===== config.mk =====
export PLATFORM = sky130hd
export DESIGN_NAME = reset_sequencer_flat
export DESIGN_NICKNAME = d
export VERILOG_FILES = /design/src/rtl/rst_pkg.sv /design/src/rtl/reset_sequencer_if.sv /design/src/rtl/reset_sequencer_sync.sv /design/src/rtl/reset_sequencer.sv /design/src/flat_wrapper.sv
export SDC_FILE = /design/constraint.sdc
export NUM_CORES = 1
export LEC_CHECK = 0
export CORE_MARGIN = 2
export CORE_UTILIZATION = 45
export CTS_BUF_LIST = sky130_fd_sc_hd__clkbuf_8 sky130_fd_sc_hd__clkbuf_16
export DETAILED_ROUTE_END_ITERATION = 7
export PLACE_DENSITY = 0.66
export REMOVE_ABC_BUFFERS = 1
export SETUP_SLACK_MARGIN = 0.5
export SLEW_MARGIN = 20
export SYNTH_ARGS = -nofsm -noshare
export SYNTH_HDL_FRONTEND = slang
export SYNTH_HIERARCHICAL = 1
export SYNTH_SLANG_ARGS = --single-unit

===== constraint.sdc =====
create_clock -name clk -period 3 [get_ports clk]
set_input_delay 0.45 -clock clk [delete_from_list [all_inputs] [get_ports clk]]
set_output_delay 0.45 -clock clk [all_outputs]
set_load 0.02 [all_outputs]

===== src/rtl/rst_pkg.sv =====
// Shared types and defaults for the staged reset release controller.
// Holds the sequencer state encoding and the counter width helper.
`timescale 1ns/100ps
package rst_pkg;

    typedef enum logic [1:0] {
        ST_ASSERT    = 2'd0,
        ST_WAIT_LOCK = 2'd1,
        ST_RELEASE   = 2'd2,
        ST_DONE      = 2'd3
    } seq_state_t;

    localparam int DEF_NUM_STAGES = 4;
    localparam int DEF_STAGE_DLY  = 16;
    localparam int DEF_MIN_ASSERT = 8;

    // Counter must hold the larger of the two delay terminal counts.
    function automatic int cnt_width(input int a, input int b);
        return $clog2((a > b) ? a : b) + 1;
    endfunction

endpackage


===== src/rtl/reset_sequencer_if.sv =====
// Lock/request inputs and staged reset outputs of the reset sequencer.
// The slave side is the sequencer; the master side is the surrounding logic.
`timescale 1ns/100ps
interface reset_sequencer_if
    import rst_pkg::*;
#(
    parameter int NUM_STAGES = DEF_NUM_STAGES
) ();

    logic                  pll_lock;
    logic                  soft_rst_req;
    logic [NUM_STAGES-1:0] rst_n_out;
    logic                  seq_done;

    modport master (
        output pll_lock,
        output soft_rst_req,
        input  rst_n_out,
        input  seq_done
    );

    modport slave (
        input  pll_lock,
        input  soft_rst_req,
        output rst_n_out,
        output seq_done
    );

endinterface


===== src/rtl/reset_sequencer_sync.sv =====
// Synchronizers feeding the sequencer: reset release (async assert,
// sync deassert) and a plain two-flop data synchronizer for PLL lock.
`timescale 1ns/100ps
module reset_sync (
    input  logic clk,
    input  logic arst_n,
    output logic rst_sync_n
);

    logic meta_r;
    logic sync_r;

    // Two-stage release shift; any assertion clears both stages at once.
    always_ff @(posedge clk or negedge arst_n) begin
        if (!arst_n) begin
            meta_r <= 1'b0;
            sync_r <= 1'b0;
        end else begin
            meta_r <= 1'b1;
            sync_r <= meta_r;
        end
    end

    assign rst_sync_n = sync_r;

endmodule

module sync_2ff (
    input  logic clk,
    input  logic rst_n,
    input  logic d,
    output logic q
);

    logic meta_r;
    logic sync_r;

    // Double-flop capture of an input asynchronous to clk.
    always_ff @(posedge clk or negedge rst_n) begin
        if (!rst_n) begin
            meta_r <= 1'b0;
            sync_r <= 1'b0;
        end else begin
            meta_r <= d;
            sync_r <= meta_r;
        end
    end

    assign q = sync_r;

endmodule


===== src/rtl/reset_sequencer.sv =====
// Staged reset release: holds all block resets for a minimum width, waits
// for PLL lock, then releases them one by one; lock loss or soft request restarts.
`timescale 1ns/100ps
module reset_sequencer
    import rst_pkg::*;
#(
    parameter int NUM_STAGES = DEF_NUM_STAGES,
    parameter int STAGE_DLY  = DEF_STAGE_DLY,
    parameter int MIN_ASSERT = DEF_MIN_ASSERT
) (
    input  logic              clk,
    input  logic              asyncrst_n,
    reset_sequencer_if.slave  bus
);

    localparam int CW = cnt_width(STAGE_DLY, MIN_ASSERT);
    localparam int KW = $clog2(NUM_STAGES) + 1;

    localparam logic [CW-1:0]         CNT_ZERO   = {CW{1'b0}};
    localparam logic [CW-1:0]         CNT_ONE    = CW'(1'b1);
    localparam logic [CW-1:0]         MIN_LAST   = CW'(MIN_ASSERT - 1);
    localparam logic [CW-1:0]         STAGE_LAST = CW'(STAGE_DLY - 1);
    localparam logic [KW-1:0]         K_ZERO     = {KW{1'b0}};
    localparam logic [KW-1:0]         K_ONE      = KW'(1'b1);
    localparam logic [KW-1:0]         K_LAST     = KW'(NUM_STAGES - 1);
    localparam logic [NUM_STAGES-1:0] OUT_ZERO   = {NUM_STAGES{1'b0}};
    localparam logic [NUM_STAGES-1:0] OUT_ALL    = {NUM_STAGES{1'b1}};
    localparam logic [NUM_STAGES-1:0] OUT_ONE    = NUM_STAGES'(1'b1);

    logic                  rst_sync_n;
    logic                  lock_s;
    seq_state_t            state_r;
    seq_state_t            state_nxt_s;
    logic [CW-1:0]         cnt_r;
    logic [CW-1:0]         cnt_nxt_s;
    logic [KW-1:0]         stage_r;
    logic [KW-1:0]         stage_nxt_s;
    logic [NUM_STAGES-1:0] rst_n_out_r;
    logic [NUM_STAGES-1:0] rst_n_out_nxt_s;
    logic                  seq_done_r;
    logic                  seq_done_nxt_s;

    reset_sync u_reset_sync (
        .clk        (clk),
        .arst_n     (asyncrst_n),
        .rst_sync_n (rst_sync_n)
    );

    sync_2ff u_lock_sync (
        .clk   (clk),
        .rst_n (asyncrst_n),
        .d     (bus.pll_lock),
        .q     (lock_s)
    );

    // Sequencer state register.
    always_ff @(posedge clk or negedge asyncrst_n) begin
        if (!asyncrst_n) begin
            state_r <= ST_ASSERT;
        end else begin
            state_r <= state_nxt_s;
        end
    end

    // Next state, counters and output values; abort beats a stage release.
    always_comb begin
        state_nxt_s     = state_r;
        cnt_nxt_s       = cnt_r;
        stage_nxt_s     = stage_r;
        rst_n_out_nxt_s = rst_n_out_r;
        seq_done_nxt_s  = seq_done_r;
        case (state_r)
            ST_ASSERT: begin
                rst_n_out_nxt_s = OUT_ZERO;
                seq_done_nxt_s  = 1'b0;
                stage_nxt_s     = K_ZERO;
                if (!rst_sync_n || bus.soft_rst_req) begin
                    cnt_nxt_s = CNT_ZERO;
                end else if (cnt_r == MIN_LAST) begin
                    state_nxt_s = ST_WAIT_LOCK;
                    cnt_nxt_s   = CNT_ZERO;
                end else begin
                    cnt_nxt_s = cnt_r + CNT_ONE;
                end
            end
            ST_WAIT_LOCK: begin
                rst_n_out_nxt_s = OUT_ZERO;
                seq_done_nxt_s  = 1'b0;
                cnt_nxt_s       = CNT_ZERO;
                stage_nxt_s     = K_ZERO;
                if (bus.soft_rst_req) begin
                    state_nxt_s = ST_ASSERT;
                end else if (lock_s) begin
                    state_nxt_s = ST_RELEASE;
                end else begin
                    state_nxt_s = ST_WAIT_LOCK;
                end
            end
            ST_RELEASE: begin
                if (bus.soft_rst_req || !lock_s) begin
                    state_nxt_s     = ST_ASSERT;
                    cnt_nxt_s       = CNT_ZERO;
                    stage_nxt_s     = K_ZERO;
                    rst_n_out_nxt_s = OUT_ZERO;
                    seq_done_nxt_s  = 1'b0;
                end else if (cnt_r == STAGE_LAST) begin
                    rst_n_out_nxt_s = rst_n_out_r | (OUT_ONE << stage_r);
                    cnt_nxt_s       = CNT_ZERO;
                    stage_nxt_s     = stage_r + K_ONE;
                    if (stage_r == K_LAST) begin
                        state_nxt_s    = ST_DONE;
                        seq_done_nxt_s = 1'b1;
                    end else begin
                        state_nxt_s = ST_RELEASE;
                    end
                end else begin
                    cnt_nxt_s = cnt_r + CNT_ONE;
                end
            end
            ST_DONE: begin
                if (bus.soft_rst_req || !lock_s) begin
                    state_nxt_s     = ST_ASSERT;
                    cnt_nxt_s       = CNT_ZERO;
                    stage_nxt_s     = K_ZERO;
                    rst_n_out_nxt_s = OUT_ZERO;
                    seq_done_nxt_s  = 1'b0;
                end else begin
                    rst_n_out_nxt_s = OUT_ALL;
                    seq_done_nxt_s  = 1'b1;
                end
            end
            default: begin
                state_nxt_s     = ST_ASSERT;
                cnt_nxt_s       = CNT_ZERO;
                stage_nxt_s     = K_ZERO;
                rst_n_out_nxt_s = OUT_ZERO;
                seq_done_nxt_s  = 1'b0;
            end
        endcase
    end

    // Counters and output flops; outputs leave the block straight from here.
    always_ff @(posedge clk or negedge asyncrst_n) begin
        if (!asyncrst_n) begin
            cnt_r       <= CNT_ZERO;
            stage_r     <= K_ZERO;
            rst_n_out_r <= OUT_ZERO;
            seq_done_r  <= 1'b0;
        end else begin
            cnt_r       <= cnt_nxt_s;
            stage_r     <= stage_nxt_s;
            rst_n_out_r <= rst_n_out_nxt_s;
            seq_done_r  <= seq_done_nxt_s;
        end
    end

    assign bus.rst_n_out = rst_n_out_r;
    assign bus.seq_done  = seq_done_r;

endmodule

===== src/flat_wrapper.sv =====
// flat-port wrapper written by rule: the top's interface ports become plain ports
module reset_sequencer_flat import rst_pkg::*;
#(
    parameter int NUM_STAGES = DEF_NUM_STAGES,
    parameter int STAGE_DLY  = DEF_STAGE_DLY,
    parameter int MIN_ASSERT = DEF_MIN_ASSERT
)
  (clk, asyncrst_n, bus_pll_lock, bus_soft_rst_req, bus_rst_n_out, bus_seq_done);
  reset_sequencer_if #(.NUM_STAGES(NUM_STAGES)) bus_i ();
  input  logic clk;
  input  logic asyncrst_n;
  input wire logic [$bits(bus_i.pll_lock)-1:0] bus_pll_lock;
  input wire logic [$bits(bus_i.soft_rst_req)-1:0] bus_soft_rst_req;
  output wire logic [$bits(bus_i.rst_n_out)-1:0] bus_rst_n_out;
  output wire logic [$bits(bus_i.seq_done)-1:0] bus_seq_done;
  assign bus_i.pll_lock = bus_pll_lock;
  assign bus_i.soft_rst_req = bus_soft_rst_req;
  assign bus_rst_n_out = bus_i.rst_n_out;
  assign bus_seq_done = bus_i.seq_done;
  reset_sequencer #(.NUM_STAGES(NUM_STAGES), .STAGE_DLY(STAGE_DLY), .MIN_ASSERT(MIN_ASSERT)) u_core (.clk(clk), .asyncrst_n(asyncrst_n), .bus(bus_i));
endmodule

### Where the registers sit

Other sequential cells in the stronger gray, the rest of the logic in the fainter gray.
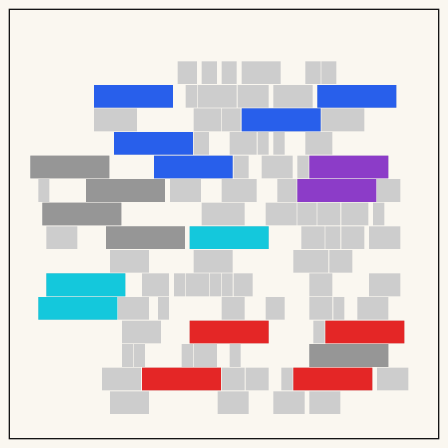
- u_core/stage_r: cyan (placed flops 3)
- u_core/state_r: purple (placed flops 2)
- u_core/bus.rst_n_out: red (placed flops 4)
- u_core/cnt_r: blue (placed flops 5)
flop share of the area: 44.3%
Core Util, Final: 54.7%
register area: 475 µm²

### Routed metal, one color a layer

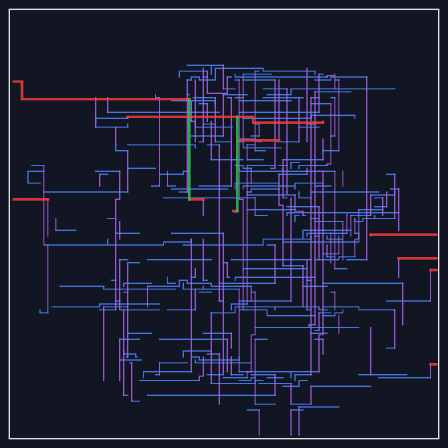
- met3: red (wire length 69.2 µm)
- met2: purple (wire length 691 µm)
- met4: green (wire length 22.4 µm)
- met1: blue (wire length 787 µm)

### Pin placement

Pins as bars across the die edge, other pins in gray.
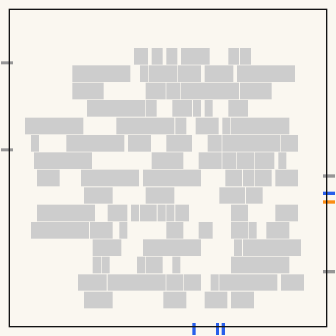
- bus_seq_done: orange (pins 1; direction output; edge east)
- bus_rst_n_out: blue (pins 4; direction output; edge 3 south, 1 east)
- all pins by edge: 4 east, 3 south, 2 west

### Selected gate families

Scale bar: 10 µm.
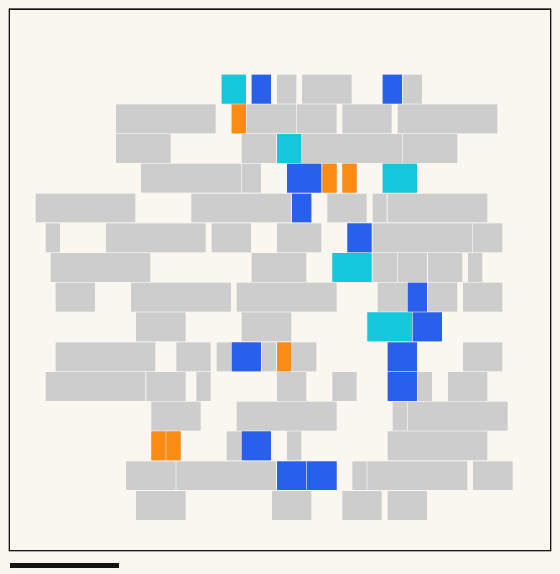
- inverting AOI/OAI gates: blue (cells 13; most used a211oi_1)
- AND and OR gates: cyan (cells 5; most used and3_1)
- inverters: orange (cells 6; most used inv_1)

==> impl_metrics.yaml <==
# synthesis and place-and-route metrics
run_status:
  outcome: "completed"
clocking:
  cts_buffer_depth: 2
  clk_pin_slew_ns: 0.07
  cts_num_sinks: 19
cells_and_area:
  final_cell_mix: "dfrtp_1 (19), nor2_1 (10), clkdlybuf4s50_1 (8), ha_1 (8)"
  drive_above_1_share_pct: 7.61
  design_area_um2: 1070
  finalNonFillerCells: 119
  design.seq.count: 19
  n_all_inverters: 6
  largest_cell_class: "flip-flops and latches"
  areaGrowthSynthToFinish_pct: 15.8
floorplan:
  initCoreUtil_pct: 47.3
  die_w_um: 49.4
  num_rows: 16
detailed_routing:
  wl_met1_um: 786
  dr_wl_met2_um: 690
  antenna_left: 0
  wirelength_mm: 1.57
synthesis:
  synth_area_per_cell_um2: 11.0
  ys.flops: 19
  yosysWarnings: 6
  ys_cells: 84
worst_setup_path:
  cp-end-kind: "flip-flop"
  r2r_start: "u_core/cnt_r[0]$_DFFE_PN0P_"
  crit_start: "u_core/cnt_r[0]$_DFFE_PN0P_"
  r2r_cells: 7
  cpLargestDelayFamily: "simple AND/OR/NAND/NOR gates"
  critPathMostFrequentCell: "ha_1"
power:
  leakage_nw: 0.467
  pwr-share-seq_pct: 57.3
  power_sequential_mw: 0.263
  pg_comb_mw: 0.0159
  intPower_mw: 0.361
  power_leader: "sequential cells"
timing:
  setup_violations: 0
  rsz0062_at_grt: "false"
  tightest_slew_ns: 0.829
  fin_skew_ns: 0.00572
  finalHoldViolCount: 0
grt:
  grt_pass1_wl_mm: 2.77
worst_hold_path:
  min_path_cells: 0
  holdCritPathClass: "flip-flop to flip-flop"
placement:
  pre_cts_ws_ns: 0.906
  io_buffers: 8
  dpl_cell_area_um2: 1020
job:
  tool_warnings: 29
flip-flops by register name, indices dropped and copies added, names as in the netlist:
register                        cells
u_core/bus.rst_n_out                4
u_core/bus.seq_done                 1
u_core/cnt_r                        5
u_core/stage_r                      3
u_core/state_r                      2
u_core/u_lock_sync/meta_r           1
u_core/u_lock_sync/q                1
u_core/u_reset_sync/meta_r          1
u_core/u_reset_sync/rst_sync_n      1
kinds of logic (layout without fill, tap and decap cells):
logic type | Yosys count | count (layout) | synth area share (%)
buffers and inverters | 10 | 18 | 4.18
adder cells (fa/ha/maj) | 8 | 8 | 10.8
AND/OR/NAND/NOR | 26 | 26 | 16.7
flip-flops | 19 | 19 | 51.3
other | 1 | 1 | 0.404
multiplexers | 2 | 2 | 2.16
XOR/XNOR | 1 | 1 | 0.945
AND-OR/OR-AND | 17 | 17 | 13.5
Power and IR drop assume default switching activity.
